## config.mk

```make
export PLATFORM = sky130hd
export DESIGN_NAME = cic_decimator
export DESIGN_NICKNAME = d
export VERILOG_FILES = /design/src/rtl/cic_decimator.sv
export SDC_FILE = /design/constraint.sdc
export NUM_CORES = 1
export LEC_CHECK = 0
export ABC_CLOCK_PERIOD_IN_PS = 3300
export CORE_ASPECT_RATIO = 1.25
export CORE_MARGIN = 1
export CORE_UTILIZATION = 50
export DETAILED_ROUTE_END_ITERATION = 6
export PLACE_DENSITY = 0.68
export SLEW_MARGIN = 20
export SYNTH_ARGS = -nofsm -noshare
export SYNTH_HDL_FRONTEND = slang
export SYNTH_SLANG_ARGS = --single-unit
```

## constraint.sdc

```tcl
create_clock -name i_clk -period 3.3 [get_ports i_clk]
set_input_delay 0.33 -clock i_clk [delete_from_list [all_inputs] [get_ports i_clk]]
set_output_delay 0.33 -clock i_clk [all_outputs]
set_load 0.01 [all_outputs]
```

## src/rtl/cic_decimator.sv

```systemverilog
// cic_decimator: CIC decimation filter, ORDER integrators at input rate, ORDER combs at rate 1/R.
module cic_decimator #(
  parameter int IN_WIDTH   = 2,
  parameter int ORDER      = 3,
  parameter int DECIM_LOG2 = 4,
  parameter int OUT_WIDTH  = IN_WIDTH + ORDER*DECIM_LOG2
) (
  input  logic                        i_clk,
  input  logic                        i_rst_n,
  input  logic                        i_en,
  input  logic                        i_clr,
  input  logic signed [IN_WIDTH-1:0]  i_data,
  output logic signed [OUT_WIDTH-1:0] o_data,
  output logic                        o_valid
);
  typedef logic signed [OUT_WIDTH-1:0] word_t;
  word_t                 x_ext;
  word_t                 integ_q [ORDER];
  word_t                 stg_q   [ORDER+1];
  word_t                 dly_q   [ORDER];
  logic [DECIM_LOG2-1:0] cnt_q;
  logic                  dec_q;
  logic [ORDER:0]        vld_q;
  assign x_ext   = word_t'(i_data);
  assign o_data  = stg_q[ORDER];
  assign o_valid = vld_q[ORDER];
  // stg_q[0] is the decimated comb input; stg_q[k+1] is comb stage k output, valid with vld_q[k+1]
  always_ff @(posedge i_clk or negedge i_rst_n) begin
    if (!i_rst_n) begin
      integ_q <= '{default: '0};
      stg_q   <= '{default: '0};
      dly_q   <= '{default: '0};
      cnt_q   <= '0;
      dec_q   <= 1'b0;
      vld_q   <= '0;
    end else if (i_clr) begin
      integ_q <= '{default: '0};
      stg_q   <= '{default: '0};
      dly_q   <= '{default: '0};
      cnt_q   <= '0;
      dec_q   <= 1'b0;
      vld_q   <= '0;
    end else begin
      if (i_en) begin
        integ_q[0] <= integ_q[0] + x_ext;
        for (int k = 1; k < ORDER; k++) integ_q[k] <= integ_q[k] + integ_q[k-1];
        cnt_q <= cnt_q + 1'b1;
      end
      dec_q <= i_en && (cnt_q == '1);
      if (dec_q) stg_q[0] <= integ_q[ORDER-1];
      for (int k = 0; k < ORDER; k++) begin
        if (vld_q[k]) begin
          stg_q[k+1] <= stg_q[k] - dly_q[k];
          dly_q[k]   <= stg_q[k];
        end
      end
      vld_q <= {vld_q[ORDER-1:0], dec_q};
    end
  end
endmodule

```

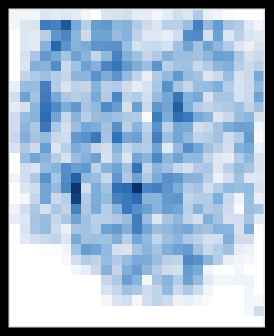
Fig. 1. Signal metal coverage by tile (run 1).
The die is cut into 25 by 31 equal tiles; white is low, dark blue is high, scaled to the fullest tile. Values are wire area over tile area, all layers added.
fullest tile = 0.48
tiles over half the peak = 18%
densest ninth of the die = centre
emptiest ninth of the die = south-west
mean over tiles = 0.15
vias after detailed routing: 6751
sum of routed wire length over all layers: 18700 um
mean routed wirelength per cell: 15.3 um

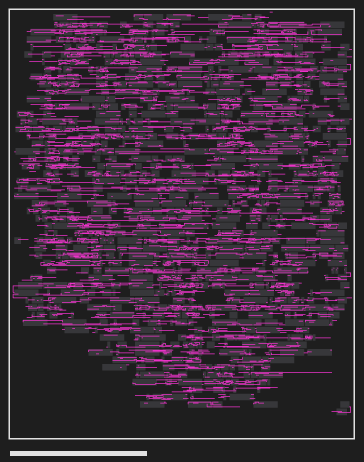
Fig. 2. The metal 1 layer (run 1).
Bar = 50 um.
share of all routed wire = 44%
main direction = horizontal
nets with wire on the layer = 1000
longest straight run = 37.7 um
Global Route met1 Usage: 0.241

==> flow_results.xml, run 1 <==
<?xml version="1.0" encoding="UTF-8"?>
<metrics>
  <group name="placement">
    <metric name="dp_slack" unit="ps">374</metric>
    <metric name="portBuffers" unit="">20</metric>
  </group>
  <group name="floorplanning">
    <metric name="floorplan.tapcells" unit="">232</metric>
  </group>
  <group name="synth">
    <metric name="synth_cell_types" unit="">67</metric>
    <metric name="yosys-stat-cells" unit="">974</metric>
    <metric name="synthesis.area" unit="sq mm">0.00953</metric>
    <metric name="synthArstFlopShare" unit="">1.00</metric>
  </group>
  <group name="global_route">
    <metric name="overflow" unit="">0</metric>
    <metric name="grt_pass1_vias" unit="">6811</metric>
    <metric name="grt_start_max_net_pins" unit="">66</metric>
  </group>
  <group name="critical_path">
    <metric name="slowest_stage" unit="">sky130_fd_sc_hd__a2111oi_2</metric>
    <metric name="critical_path_depth" unit="">10</metric>
    <metric name="cp_top_family" unit="">AND-OR/OR-AND gates</metric>
    <metric name="critical_path.endpoint_type" unit="">flop</metric>
    <metric name="cp-start-kind" unit="">flop</metric>
    <metric name="timing.setup.critical_path_class" unit="">flop to flop</metric>
  </group>
  <group name="cells_and_area">
    <metric name="sequential_cell_area" unit="sq mm">0.00373</metric>
    <metric name="clk_share" unit="">0.0573</metric>
    <metric name="number_of_diodes_added_for_antenna_fixing" unit="">0</metric>
    <metric name="largest_registers" unit="">dly_q x42, integ_q x42, stg_q x42</metric>
    <metric name="stdcell_count" unit="">1221</metric>
    <metric name="final_nets" unit="">1067</metric>
    <metric name="layout.nonclk_buf_frac" unit="">0.0311</metric>
  </group>
  <group name="final_timing">
    <metric name="slew_violations" unit="">0</metric>
    <metric name="post-route-worst-setup-slack" unit="ps">503</metric>
    <metric name="period_used_share" unit="">0.848</metric>
  </group>
  <group name="detailed_routing">
    <metric name="dr.first_iter.drc_count" unit="">319</metric>
    <metric name="detailedRoute.firstPassIterationCount" unit="">6</metric>
    <metric name="antenna_violation_net_count_after_detailed_routing" unit="">0</metric>
    <metric name="vias_per_cell" unit="">5.53</metric>
    <metric name="detail_route.drc_violations" unit="">3</metric>
  </group>
  <group name="status">
    <metric name="run_status" unit="">complete, but fails checks</metric>
    <metric name="violated_checks" unit="">DRC</metric>
  </group>
  <group name="clock_network">
    <metric name="worst_skew_pair.late_latency" unit="ps">440</metric>
    <metric name="post_cts_resize_count" unit="">0</metric>
    <metric name="clk_pin_slew_worst_paths" unit="ps">60</metric>
    <metric name="number_of_buffers_created_by_cts" unit="">17</metric>
  </group>
  <group name="pwr">
    <metric name="power_switching_share" unit="">0.272</metric>
    <metric name="sequentialPower" unit="W">0.00197</metric>
    <metric name="p_sw" unit="W">0.00125</metric>
    <metric name="worst_ir_drop_on_vdd" unit="V">0.000359</metric>
  </group>
  <group name="flow_run">
    <metric name="openroad.warnings" unit="">26</metric>
  </group>
  <group name="hold_path">
    <metric name="min_delay_path_class" unit="">primary input to flop</metric>
  </group>
</metrics>
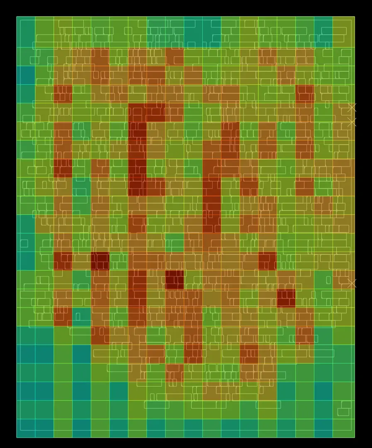
Fig. 3. Track usage over the die (run 1).
highest-utilization routing layer at the global route stage: met2
met3 track utilization from global routing: 0.0332
Total Routing Usage GR: 0.207
met2 global-route usage: 0.382

## run 1: cells in the mapped netlist, types with 3 or more instances
master / instances / area [sq um]
sky130_fd_sc_hd__nor2_1: 157 / 589
sky130_fd_sc_hd__dfrtp_1: 149 / 3730
sky130_fd_sc_hd__mux2i_1: 112 / 1120
sky130_fd_sc_hd__ha_1: 79 / 988
sky130_fd_sc_hd__inv_1: 63 / 236
sky130_fd_sc_hd__xnor2_1: 44 / 385
sky130_fd_sc_hd__a21o_1: 35 / 263
sky130_fd_sc_hd__a21oi_1: 35 / 175
sky130_fd_sc_hd__nand2_1: 32 / 120
sky130_fd_sc_hd__clkbuf_1: 26 / 97.6
sky130_fd_sc_hd__o21ai_0: 26 / 130
sky130_fd_sc_hd__xor2_1: 22 / 193
sky130_fd_sc_hd__a211oi_1: 18 / 135
sky130_fd_sc_hd__buf_4: 14 / 105
sky130_fd_sc_hd__nand2b_1: 14 / 87.6
sky130_fd_sc_hd__nand3_1: 11 / 55.1
sky130_fd_sc_hd__o21a_1: 11 / 82.6
sky130_fd_sc_hd__buf_1: 8 / 30.0
sky130_fd_sc_hd__and3_1: 7 / 43.8
sky130_fd_sc_hd__nor2b_1: 7 / 43.8
sky130_fd_sc_hd__o21bai_1: 7 / 52.6
sky130_fd_sc_hd__a31oi_1: 6 / 37.5
sky130_fd_sc_hd__fa_1: 6 / 120
sky130_fd_sc_hd__nor3_1: 5 / 25.0
sky130_fd_sc_hd__a211o_1: 4 / 35.0
sky130_fd_sc_hd__and2_1: 4 / 25.0
sky130_fd_sc_hd__nor3b_1: 4 / 30.0
sky130_fd_sc_hd__or3_1: 4 / 25.0
sky130_fd_sc_hd__and4_1: 3 / 26.3
sky130_fd_sc_hd__buf_2: 3 / 15.0
sky130_fd_sc_hd__nand4b_1: 3 / 26.3
sky130_fd_sc_hd__o22ai_1: 3 / 18.8
sky130_fd_sc_hd__o311ai_0: 3 / 26.3
## run 1: cell families (layout without fill, tap and decap cells)
logic type | Yosys count | in the layout | share of synthesized area
flip-flops | 149 | 149 | 0.391
XOR/XNOR | 66 | 66 | 0.0607
AND-OR/OR-AND | 186 | 186 | 0.138
multiplexers | 112 | 112 | 0.118
buffers and inverters | 114 | 129 | 0.0508
AND/OR/NAND/NOR | 262 | 262 | 0.125
adder cells (fa/ha/maj) | 85 | 85 | 0.116
## run 1: final timing paths
check                            from     endpoint  slack, ps
max in group asynchronous     i_rst_n    stg_q[48]       2100
hold reg to reg             o_data[9]    o_data[9]        520
setup reg to reg           integ_q[0]  integ_q[12]        500
min in group asynchronous     i_rst_n    stg_q[35]        460
hold / removal                  i_clr  integ_q[26]        290
setup / recovery           integ_q[0]  integ_q[12]        500
## run 1: per-layer routing
metal / GRT usage / wire length, um / up-vias
met2: 0.382 / 9760 / 60
li1: - / - / 3406
met3: 0.0332 / 320 / 23
met5: 0 / 0 / -
met4: 0.0784 / 342 / 0
met1: 0.241 / 8310 / 3262
## run 1: what timing repair did
action,CTS,global route
hold buffers,1,0
setup endpoints to repair,0,0
endpoints found under the hold margin,62,0
setup buffers,0,0
==> run 1 -> run 2 <==
--- a/config.mk
+++ b/config.mk
@@ -5,12 +5,12 @@
 export SDC_FILE = /design/constraint.sdc
 export NUM_CORES = 1
 export LEC_CHECK = 0
-export ABC_CLOCK_PERIOD_IN_PS = 3300
+export ABC_CLOCK_PERIOD_IN_PS = 2300
 export CORE_ASPECT_RATIO = 1.25
 export CORE_MARGIN = 1
 export CORE_UTILIZATION = 50
 export DETAILED_ROUTE_END_ITERATION = 6
-export PLACE_DENSITY = 0.68
+export PLACE_DENSITY = 0.71
 export SLEW_MARGIN = 20
 export SYNTH_ARGS = -nofsm -noshare
 export SYNTH_HDL_FRONTEND = slang
==> constraint.sdc (replaced) <==
create_clock -name i_clk -period 2.3 [get_ports i_clk]
set_input_delay 0.23 -clock i_clk [delete_from_list [all_inputs] [get_ports i_clk]]
set_output_delay 0.23 -clock i_clk [all_outputs]
set_load 0.01 [all_outputs]
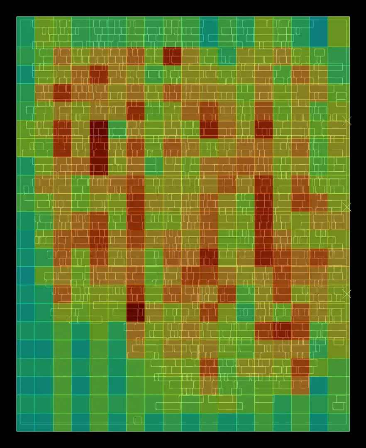
Fig. 4. Track usage over the die (run 2).
Global Route met1 Usage: 0.240
Total Routing Usage GR: 0.207
met3 track utilization from global routing: 0.0287
mean routed wirelength per cell: 15.0 um

==> flow_results.xml, run 2 <==
<?xml version="1.0" encoding="UTF-8"?>
<metrics>
  <group name="synth">
    <metric name="post-synth-top-count-cell" unit="">sky130_fd_sc_hd__nor2_1</metric>
    <metric name="synthesis.area" unit="sq mm">0.00953</metric>
    <metric name="synthDominantAreaCellType" unit="">sky130_fd_sc_hd__dfrtp_1</metric>
    <metric name="yosys-top-cells-area" unit="">sky130_fd_sc_hd__dfrtp_1 39%, sky130_fd_sc_hd__mux2i_1 12%, sky130_fd_sc_hd__ha_1 10%</metric>
    <metric name="synth_top_area_share" unit="">0.391</metric>
    <metric name="synthArstFlopShare" unit="">1.00</metric>
    <metric name="ys_top_cells_by_count" unit="">157 x sky130_fd_sc_hd__nor2_1, 149 x sky130_fd_sc_hd__dfrtp_1, 112 x sky130_fd_sc_hd__mux2i_1</metric>
    <metric name="syn_avg_cell_area" unit="sq um">9.78</metric>
    <metric name="yosys-stat-cells" unit="">974</metric>
    <metric name="synth_cell_types" unit="">67</metric>
  </group>
  <group name="detailed_routing">
    <metric name="detailedRoute.firstPassIterationCount" unit="">6</metric>
    <metric name="vias_per_cell" unit="">5.46</metric>
    <metric name="detail_route.drc_violations" unit="">3</metric>
    <metric name="dr.first_iter.drc_count" unit="">297</metric>
    <metric name="dr_total_vias" unit="">7132</metric>
  </group>
  <group name="pwr">
    <metric name="worst_ir_drop_on_vdd" unit="V">0.000517</metric>
    <metric name="power_switching_share" unit="">0.269</metric>
  </group>
  <group name="cells_and_area">
    <metric name="final_nets" unit="">1154</metric>
    <metric name="stdcell_count" unit="">1307</metric>
    <metric name="largest_registers" unit="">dly_q x42, integ_q x42, stg_q x42</metric>
    <metric name="number_of_diodes_added_for_antenna_fixing" unit="">0</metric>
  </group>
  <group name="critical_path">
    <metric name="cp.required" unit="ps">2600</metric>
    <metric name="critPathLaunch" unit="">integ_q[14]</metric>
    <metric name="cp-start-kind" unit="">flop</metric>
    <metric name="worstReg2RegEnd" unit="">integ_q[24]</metric>
    <metric name="slowest_stage" unit="">sky130_fd_sc_hd__dfrtp_1</metric>
    <metric name="rrSetupSlack" unit="ps">-90</metric>
  </group>
  <group name="final_timing">
    <metric name="period_used_share" unit="">1.04</metric>
    <metric name="setup_violations" unit="">7</metric>
    <metric name="post-route-worst-setup-slack" unit="ps">-86.5</metric>
    <metric name="slew_violations" unit="">0</metric>
  </group>
  <group name="flow_run">
    <metric name="openroad.warnings" unit="">28</metric>
  </group>
  <group name="hold_path">
    <metric name="min_delay_path_class" unit="">primary input to flop</metric>
  </group>
  <group name="clock_network">
    <metric name="worst_skew_pair.late_latency" unit="ps">420</metric>
    <metric name="number_of_buffers_created_by_cts" unit="">17</metric>
    <metric name="clk_pin_slew_worst_paths" unit="ps">60</metric>
  </group>
  <group name="global_route">
    <metric name="overflow" unit="">0</metric>
    <metric name="grt_pass1_vias" unit="">6995</metric>
    <metric name="grt_start_max_net_pins" unit="">78</metric>
  </group>
  <group name="status">
    <metric name="run_status" unit="">complete, but fails checks</metric>
    <metric name="violated_checks" unit="">DRC, setup timing</metric>
  </group>
  <group name="placement">
    <metric name="portBuffers" unit="">20</metric>
  </group>
</metrics>
run 2: cell count changes in the layout (fill, tap and decap cells not counted), sizes merged:
cell and change:
clkinv -2, inv +1, clkbuf -3, clkinvlp +2
buf +87, bufinv +1
run 2: cells by family after synthesis:
family / count (synthesis) / share of synthesized area
XOR/XNOR: 66 / 0.0607
AND-OR/OR-AND: 186 / 0.138
multiplexers: 112 / 0.118
AND/OR/NAND/NOR: 262 / 0.125
buffers and inverters: 114 / 0.0508
adder cells (fa/ha/maj): 85 / 0.116
flip-flops: 149 / 0.391
run 2: final cells by class:
| class | count | area [sq um] |
|---|---|---|
| well taps | 232 | 290 |
| fillers | 1525 | 7190 |
| clock buffers | 17 | 425 |
| flip-flops and latches | 149 | 3730 |
| inverters | 63 | 236 |
| repair buffers | 121 | 1020 |
| multi-input cells | 711 | 5640 |
| clock inverters | 14 | 176 |
run 2: worst min path at each step:
stage,start,to,depth (start not counted)
floorplan,i_rst_n,cnt_q[0],0
global placement,i_rst_n,o_data[0],1
detailed placement,i_rst_n,o_data[0],1
CTS,i_clr,stg_q[43],2
global route,i_clr,stg_q[47],2
finish,i_clr,integ_q[9],2
run 2: repair_timing:
action,4_1_cts,5_1_grt
hold endpoints to repair,48,0
hold buffers,1,0
setup endpoints to repair,21,30
buffers inserted,7,9
gates resized,26,51
pin swaps,15,47
run 2: layer usage:
| metal | wire length, um | global-route usage | up-vias |
|---|---|---|---|
| met5 | 0 | 0 | - |
| met4 | 501 | 0.0854 | 0 |
| met3 | 305 | 0.0287 | 29 |
| met2 | 10400 | 0.382 | 65 |
| met1 | 8380 | 0.240 | 3466 |
| li1 | - | - | 3572 |
run 2: power groups by stage:
stage	Sequential [W]	Combinational, W	Clock (W)
floorplan	0.00283	0.000730	0
global placement	0.00287	0.00108	0
detailed placement	0.00288	0.00112	0
CTS	0.00283	0.00115	0.00288
global route	0.00284	0.00134	0.00300
finish	0.00283	0.00120	0.00283
run 2: metrics by stage:
stage / instance area, sq um / power (W) / utilization / setup slack (ps)
2_1_floorplan: 9540 / 0.00356 / - / 3.54
3_3_place_gp: 10500 / 0.00396 / 0.559 / -413
3_5_place_dp: 10500 / 0.00399 / 0.559 / -503
4_1_cts: 11200 / 0.00686 / 0.600 / -146
5_1_grt: 11500 / 0.00718 / 0.616 / -221
6_report: 11500 / 0.00686 / 0.616 / -86.5
run 2: critical path: cells and delay by family (launching register included):
family                     cells  cell delay, ps
xor gates and xnor gates       1             100
muxes                          1             140
adders and majority gates      2             550
and+or+nand+nor                1              50
DFF                            1             410
AOI/OAI and AO/OA              5            1000
No activity file was given, so power comes from the tool's default toggle rates.
